Figure 1. Register map, names as in the netlist.
Drawn at 2 px/um. Other sequential cells in the stronger gray, the rest of the logic in the fainter gray.
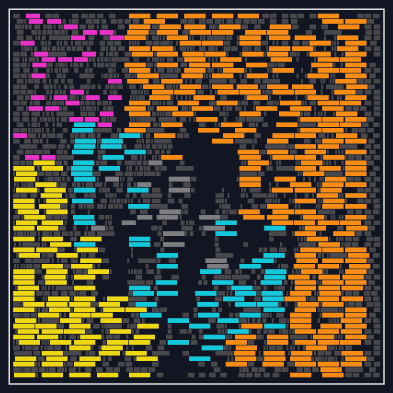
Figure 2. The clock network.
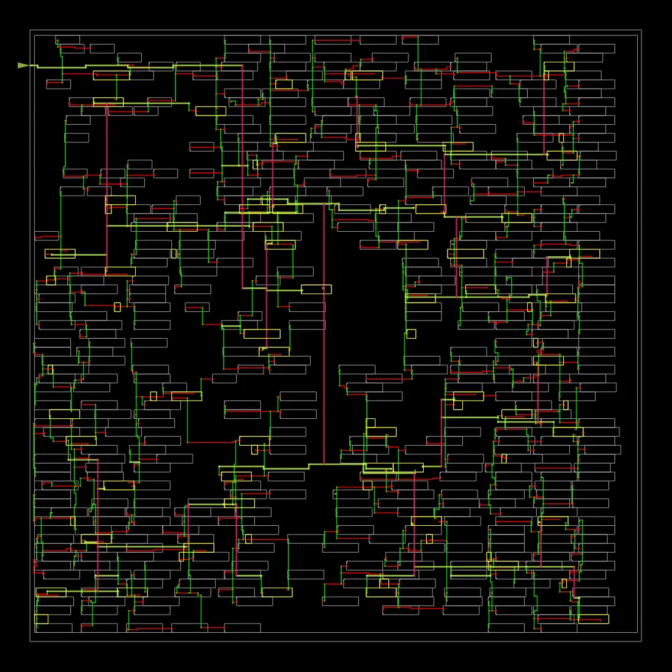
Figure 3. Signal metal coverage by tile.
Drawn at 2 px/um. The die is cut into 37 by 37 equal tiles; black is low, pale yellow is high, scaled to the fullest tile. Values are wire area over tile area, all layers added.
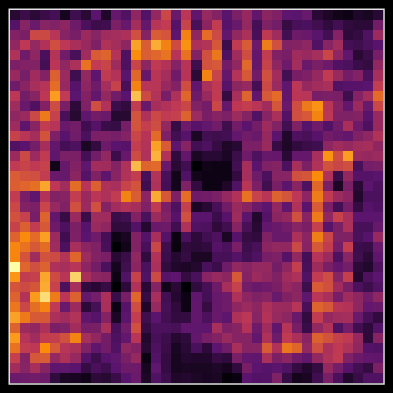
Figure 4. M3 wires.
Drawn at 2 px/um.
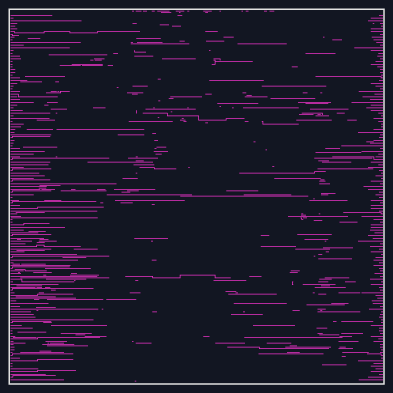
Figure 5. Drive-strength map.
Drawn at 2 px/um.
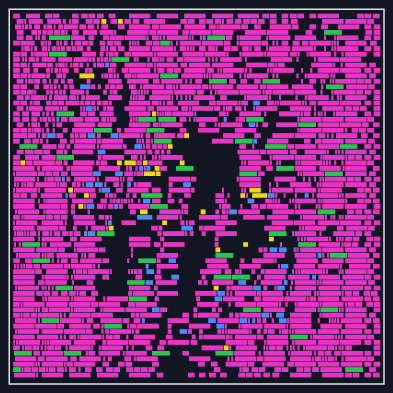
<file path="src/rtl/register_write_port_if.sv">
// Write-request bus for register_write_port: one valid/ready handshake that
// carries a 5-bit register index (class + x86 reg field) and LSB-aligned data.
interface register_write_port_if;
   logic        write_valid;
   logic        write_ready;
   logic [4:0]  write_index;
   logic [31:0] write_data;

   // Producer side: execute/load unit issuing write-back requests
   modport master (
      output write_valid,
      output write_index,
      output write_data,
      input  write_ready
   );

   // Consumer side: the register write port
   modport slave (
      input  write_valid,
      input  write_index,
      input  write_data,
      output write_ready
   );
endinterface

</file>
<file path="src/rtl/register_write_port.sv">
// register_write_port: buffers register write-back requests in a small
// in-order queue and commits one per cycle into the architectural GPR,
// segment-selector and EIP state, using x86 byte/word/dword merge rules.
// EIP is updated on its own path, independent of the queue.
module register_write_port #(
   parameter int          DEPTH     = 2,
   parameter logic [31:0] RESET_EIP = 32'h0000_FFF0,
   parameter logic [15:0] RESET_CS  = 16'hF000
) (
   input  logic                         clock,
   input  logic                         reset,
   register_write_port_if.slave         wr,
   input  logic                         flush,
   input  logic                         eip_load,
   input  logic [31:0]                  eip_value,
   input  logic [3:0]                   eip_advance,
   output logic [31:0]                  EAX,
   output logic [31:0]                  ECX,
   output logic [31:0]                  EDX,
   output logic [31:0]                  EBX,
   output logic [31:0]                  ESP,
   output logic [31:0]                  EBP,
   output logic [31:0]                  ESI,
   output logic [31:0]                  EDI,
   output logic [15:0]                  ES,
   output logic [15:0]                  CS,
   output logic [15:0]                  SS,
   output logic [15:0]                  DS,
   output logic [15:0]                  FS,
   output logic [15:0]                  GS,
   output logic [31:0]                  EIP,
   output logic [$clog2(DEPTH+1)-1:0]   pending_count,
   output logic                         empty,
   output logic                         error
);

   localparam int CNT_W = $clog2(DEPTH + 1);
   localparam int PTR_W = (DEPTH > 1) ? $clog2(DEPTH) : 1;
   localparam logic [CNT_W-1:0] FULL_CNT = CNT_W'(DEPTH);
   localparam logic [CNT_W-1:0] ZERO_CNT = {CNT_W{1'b0}};
   localparam logic [PTR_W-1:0] LAST_PTR = PTR_W'(DEPTH - 1);
   localparam logic [PTR_W-1:0] ZERO_PTR = {PTR_W{1'b0}};

   localparam logic [1:0] CLS_R8   = 2'b00;
   localparam logic [1:0] CLS_R16  = 2'b01;
   localparam logic [1:0] CLS_R32  = 2'b10;
   localparam logic [1:0] CLS_SREG = 2'b11;

   // Circular-buffer pointer advance; wraps at DEPTH so non-power-of-two
   // depths work.
   function automatic logic [PTR_W-1:0] ptr_next(input logic [PTR_W-1:0] p);
      logic [PTR_W-1:0] n;
      if (p == LAST_PTR) begin
         n = ZERO_PTR;
      end else begin
         n = p + PTR_W'(1);
      end
      return n;
   endfunction

   // x86 partial-register merge: r8 writes one byte (low, or [15:8] for the
   // AH..BH encodings), r16 writes the low word, r32 replaces the register.
   function automatic logic [31:0] gpr_merge(
      input logic [31:0] old_val,
      input logic [1:0]  cls,
      input logic        high_byte,
      input logic [31:0] data
   );
      logic [31:0] res;
      case (cls)
         CLS_R8: begin
            if (high_byte) begin
               res = {old_val[31:16], data[7:0], old_val[7:0]};
            end else begin
               res = {old_val[31:8], data[7:0]};
            end
         end
         CLS_R16: res = {old_val[31:16], data[15:0]};
         CLS_R32: res = data;
         default: res = old_val;
      endcase
      return res;
   endfunction

   // Queue storage and bookkeeping
   logic [4:0]       q_index_r [DEPTH];
   logic [31:0]      q_data_r  [DEPTH];
   logic [PTR_W-1:0] head_r;
   logic [PTR_W-1:0] tail_r;
   logic [CNT_W-1:0] count_r;

   // Architectural state
   logic [31:0] gpr_r  [8];
   logic [15:0] sreg_r [6];
   logic [31:0] eip_r;
   logic        error_r;

   // Handshake / commit decode
   logic        ready_s;
   logic        push_s;
   logic        commit_s;
   logic [4:0]  head_index_s;
   logic [31:0] head_data_s;
   logic [1:0]  head_cls_s;
   logic [2:0]  gpr_sel_s;
   logic [31:0] gpr_new_s;
   logic        gpr_we_s;
   logic        sreg_we_s;
   logic        sreg_bad_s;

   // Ready depends only on held state plus flush/reset, never on write_valid.
   assign ready_s        = !reset && !flush && (count_r != FULL_CNT);
   assign wr.write_ready = ready_s;
   assign push_s         = wr.write_valid && ready_s;
   assign commit_s       = (count_r != ZERO_CNT) && !flush;

   // Decode the head entry into a target register and its merged new value
   always_comb begin
      head_index_s = q_index_r[head_r];
      head_data_s  = q_data_r[head_r];
      head_cls_s   = head_index_s[4:3];
      gpr_sel_s    = head_index_s[2:0];
      if (head_cls_s == CLS_R8) begin
         gpr_sel_s = {1'b0, head_index_s[1:0]};
      end else begin
         gpr_sel_s = head_index_s[2:0];
      end
      gpr_new_s  = gpr_merge(gpr_r[gpr_sel_s], head_cls_s, head_index_s[2], head_data_s);
      gpr_we_s   = commit_s && (head_cls_s != CLS_SREG);
      sreg_we_s  = 1'b0;
      sreg_bad_s = 1'b0;
      if (commit_s && (head_cls_s == CLS_SREG)) begin
         if (head_index_s[2:1] == 2'b11) begin
            sreg_bad_s = 1'b1;
         end else begin
            sreg_we_s = 1'b1;
         end
      end else begin
         sreg_we_s  = 1'b0;
         sreg_bad_s = 1'b0;
      end
   end

   // In-order write queue: enqueue at tail, dequeue the committed head, flush clears
   always_ff @(posedge clock) begin
      if (reset) begin
         head_r  <= ZERO_PTR;
         tail_r  <= ZERO_PTR;
         count_r <= ZERO_CNT;
         for (int i = 0; i < DEPTH; i++) begin
            q_index_r[i] <= 5'd0;
            q_data_r[i]  <= 32'd0;
         end
      end else if (flush) begin
         head_r  <= ZERO_PTR;
         tail_r  <= ZERO_PTR;
         count_r <= ZERO_CNT;
      end else begin
         if (push_s) begin
            q_index_r[tail_r] <= wr.write_index;
            q_data_r[tail_r]  <= wr.write_data;
            tail_r            <= ptr_next(tail_r);
         end
         if (commit_s) begin
            head_r <= ptr_next(head_r);
         end
         case ({push_s, commit_s})
            2'b10:   count_r <= count_r + CNT_W'(1);
            2'b01:   count_r <= count_r - CNT_W'(1);
            default: count_r <= count_r;
         endcase
      end
   end

   // Commit the head into GPR/segment state; illegal segment index latches error
   always_ff @(posedge clock) begin
      if (reset) begin
         for (int i = 0; i < 8; i++) begin
            gpr_r[i] <= 32'd0;
         end
         sreg_r[0] <= 16'd0;
         sreg_r[1] <= RESET_CS;
         sreg_r[2] <= 16'd0;
         sreg_r[3] <= 16'd0;
         sreg_r[4] <= 16'd0;
         sreg_r[5] <= 16'd0;
         error_r   <= 1'b0;
      end else begin
         if (gpr_we_s) begin
            gpr_r[gpr_sel_s] <= gpr_new_s;
         end
         if (sreg_we_s) begin
            sreg_r[head_index_s[2:0]] <= head_data_s[15:0];
         end
         if (sreg_bad_s) begin
            error_r <= 1'b1;
         end
      end
   end

   // Instruction pointer: explicit load wins over advance; advance wraps mod 2^32
   always_ff @(posedge clock) begin
      if (reset) begin
         eip_r <= RESET_EIP;
      end else if (eip_load) begin
         eip_r <= eip_value;
      end else begin
         eip_r <= eip_r + {28'd0, eip_advance};
      end
   end

   assign EAX = gpr_r[0];
   assign ECX = gpr_r[1];
   assign EDX = gpr_r[2];
   assign EBX = gpr_r[3];
   assign ESP = gpr_r[4];
   assign EBP = gpr_r[5];
   assign ESI = gpr_r[6];
   assign EDI = gpr_r[7];
   assign ES  = sreg_r[0];
   assign CS  = sreg_r[1];
   assign SS  = sreg_r[2];
   assign DS  = sreg_r[3];
   assign FS  = sreg_r[4];
   assign GS  = sreg_r[5];
   assign EIP = eip_r;

   assign pending_count = count_r;
   assign empty         = (count_r == ZERO_CNT);
   assign error         = error_r;

endmodule
</file>
<file path="src/flat_wrapper.sv">
// flat-port wrapper written by rule: the top's interface ports become plain ports
module register_write_port_flat 
#(
   parameter int          DEPTH     = 2,
   parameter logic [31:0] RESET_EIP = 32'h0000_FFF0,
   parameter logic [15:0] RESET_CS  = 16'hF000
)
  (clock, reset, flush, eip_load, eip_value, eip_advance, EAX, ECX, EDX, EBX, ESP, EBP, ESI, EDI, ES, CS, SS, DS, FS, GS, EIP, pending_count, empty, error, wr_write_valid, wr_write_index, wr_write_data, wr_write_ready);
  register_write_port_if wr_i ();
  input  logic clock;
  input  logic reset;
  input  logic flush;
  input  logic eip_load;
  input  logic [31:0] eip_value;
  input  logic [3:0] eip_advance;
  output logic [31:0] EAX;
  output logic [31:0] ECX;
  output logic [31:0] EDX;
  output logic [31:0] EBX;
  output logic [31:0] ESP;
  output logic [31:0] EBP;
  output logic [31:0] ESI;
  output logic [31:0] EDI;
  output logic [15:0] ES;
  output logic [15:0] CS;
  output logic [15:0] SS;
  output logic [15:0] DS;
  output logic [15:0] FS;
  output logic [15:0] GS;
  output logic [31:0] EIP;
  output logic [$clog2(DEPTH+1)-1:0] pending_count;
  output logic empty;
  output logic error;
  input wire logic [$bits(wr_i.write_valid)-1:0] wr_write_valid;
  input wire logic [$bits(wr_i.write_index)-1:0] wr_write_index;
  input wire logic [$bits(wr_i.write_data)-1:0] wr_write_data;
  output wire logic [$bits(wr_i.write_ready)-1:0] wr_write_ready;
  assign wr_i.write_valid = wr_write_valid;
  assign wr_i.write_index = wr_write_index;
  assign wr_i.write_data = wr_write_data;
  assign wr_write_ready = wr_i.write_ready;
  register_write_port #(.DEPTH(DEPTH), .RESET_EIP(RESET_EIP), .RESET_CS(RESET_CS)) u_core (.clock(clock), .reset(reset), .wr(wr_i), .flush(flush), .eip_load(eip_load), .eip_value(eip_value), .eip_advance(eip_advance), .EAX(EAX), .ECX(ECX), .EDX(EDX), .EBX(EBX), .ESP(ESP), .EBP(EBP), .ESI(ESI), .EDI(EDI), .ES(ES), .CS(CS), .SS(SS), .DS(DS), .FS(FS), .GS(GS), .EIP(EIP), .pending_count(pending_count), .empty(empty), .error(error));
endmodule
</file>
<file path="config.mk">
export PLATFORM = sky130hd
export DESIGN_NAME = register_write_port_flat
export DESIGN_NICKNAME = d
export VERILOG_FILES = /design/src/rtl/register_write_port_if.sv /design/src/rtl/register_write_port.sv /design/src/flat_wrapper.sv
export SDC_FILE = /design/constraint.sdc
export NUM_CORES = 1
export LEC_CHECK = 0
export CAP_MARGIN = 20
export CORE_UTILIZATION = 53
export DETAILED_ROUTE_END_ITERATION = 8
export PLACE_DENSITY = 0.84
export SYNTH_ARGS = -nofsm -noshare
export SYNTH_HDL_FRONTEND = slang
export SYNTH_SLANG_ARGS = --single-unit
</file>
<file path="constraint.sdc">
create_clock -name clock -period 10.29 [get_ports clock]
set_input_delay 2.058 -clock clock [delete_from_list [all_inputs] [get_ports clock]]
set_output_delay 2.058 -clock clock [all_outputs]
set_load 0.005 [all_outputs]
</file>
==> flow_summary.yaml <==
# physical design summary
outcome:
  outcome: "finished clean"
worst_hold_path:
  whs_path_depth: 1
  min_to: "u_core.error"
  min_from: "u_core.error"
  holdCritPathClass: "flip-flop to flip-flop"
global_route:
  met1_usage_pct: 34.9
  grt_pass1_wl_um: 78800
critical_path:
  cp_cell_sequence: "clkdlybuf4s50_1 -> buf_4 -> or2_0 -> a21oi_1 -> clkdlybuf4s50_1"
  r2r_end: "u_core.gpr_r[3][22]"
  worst-setup-path-type: "input pin to output port"
  worst-path-stages: 5
synth:
  ys_cells: 1336
  synth_flops: 464
  synth-edff-count: 426
  synthTopLogicFamily: "simple AND/OR/NAND/NOR gates"
  topCellsByArea: "edfxtp_1 (71%), nor2_1 (7.7%), dfxtp_1 (4.2%), and2_1 (2.7%), nand2_1 (2.2%)"
  ys_sh_simple_pct: 16.2
  avgSynthCellArea_um2: 13.5
die:
  die_w_um: 187
  nWellTaps: 448
  chipArea_um2: 34800
  die_y_um: 187
layout:
  final_layout_size_suffix_gt1_share_pct: 7.89
  diodes: 4
  clock_area_share_pct: 6.02
  comb_cells: 788
  sh_seq_area_pct: 54.8
  top_regs: "u_core.gpr_r x256, u_core.sreg_r x96, u_core.q_data_r x64"
placement:
  place_congestion: 0.870
  place_worst_setup_slack_ns: 4.33
pwr:
  power_switching_mw: 0.908
  pg_comb_mw: 0.336
  power.density_nw_per_um2: 168
timing:
  post-route-period-util_pct: 58.3
detailed_routing:
  drt_iter0_drc: 1141
  routed.top_layer: "met4"
  wl_met2_um: 27200
clock_network:
  holdBufCountCts: 0
## Picture notes: Figure 1
orange -> u_core.gpr_r  # sequential cells 256
magenta -> u_core.EIP  # sequential cells 32, where upper left
yellow -> u_core.sreg_r  # sequential cells 96
cyan -> u_core.q_data_r  # sequential cells 64
Util after Layout: 73.7%
sequential cell area: 13600 um^2

## Picture notes: Figure 2
clk_skew: 0.0112 ns
# clk buffers: 58
CTS Sinks: 464
Flops: 464

## Picture notes: Figure 3
mean over tiles = 0.26
fullest tile = 0.75
tiles over half the peak = 19%
emptiest ninth of the die = bottom center
wirelength, routed: 53500 um
Wirelength per Cell: 23.2 um

## Picture notes: Figure 4
share of all routed wire = 10%
main direction = horizontal
nets with wire on the layer = 430
met3 Use GR: 8.11%
vias: 12800

## Picture notes: Figure 5
green -> _6 and larger  # cells 54
magenta -> _0 and _1 cells  # cells 1705
blue -> _2 cells  # cells 63
yellow -> _3 and _4 cells  # cells 29
Final WS setup: 4.29 ns
fin area: 24700 um^2
synthesis-to-layout area growth: 36.9%
bufs w/o clock: 482

Power figures rest on the tool's default switching activity, not on a simulated workload.
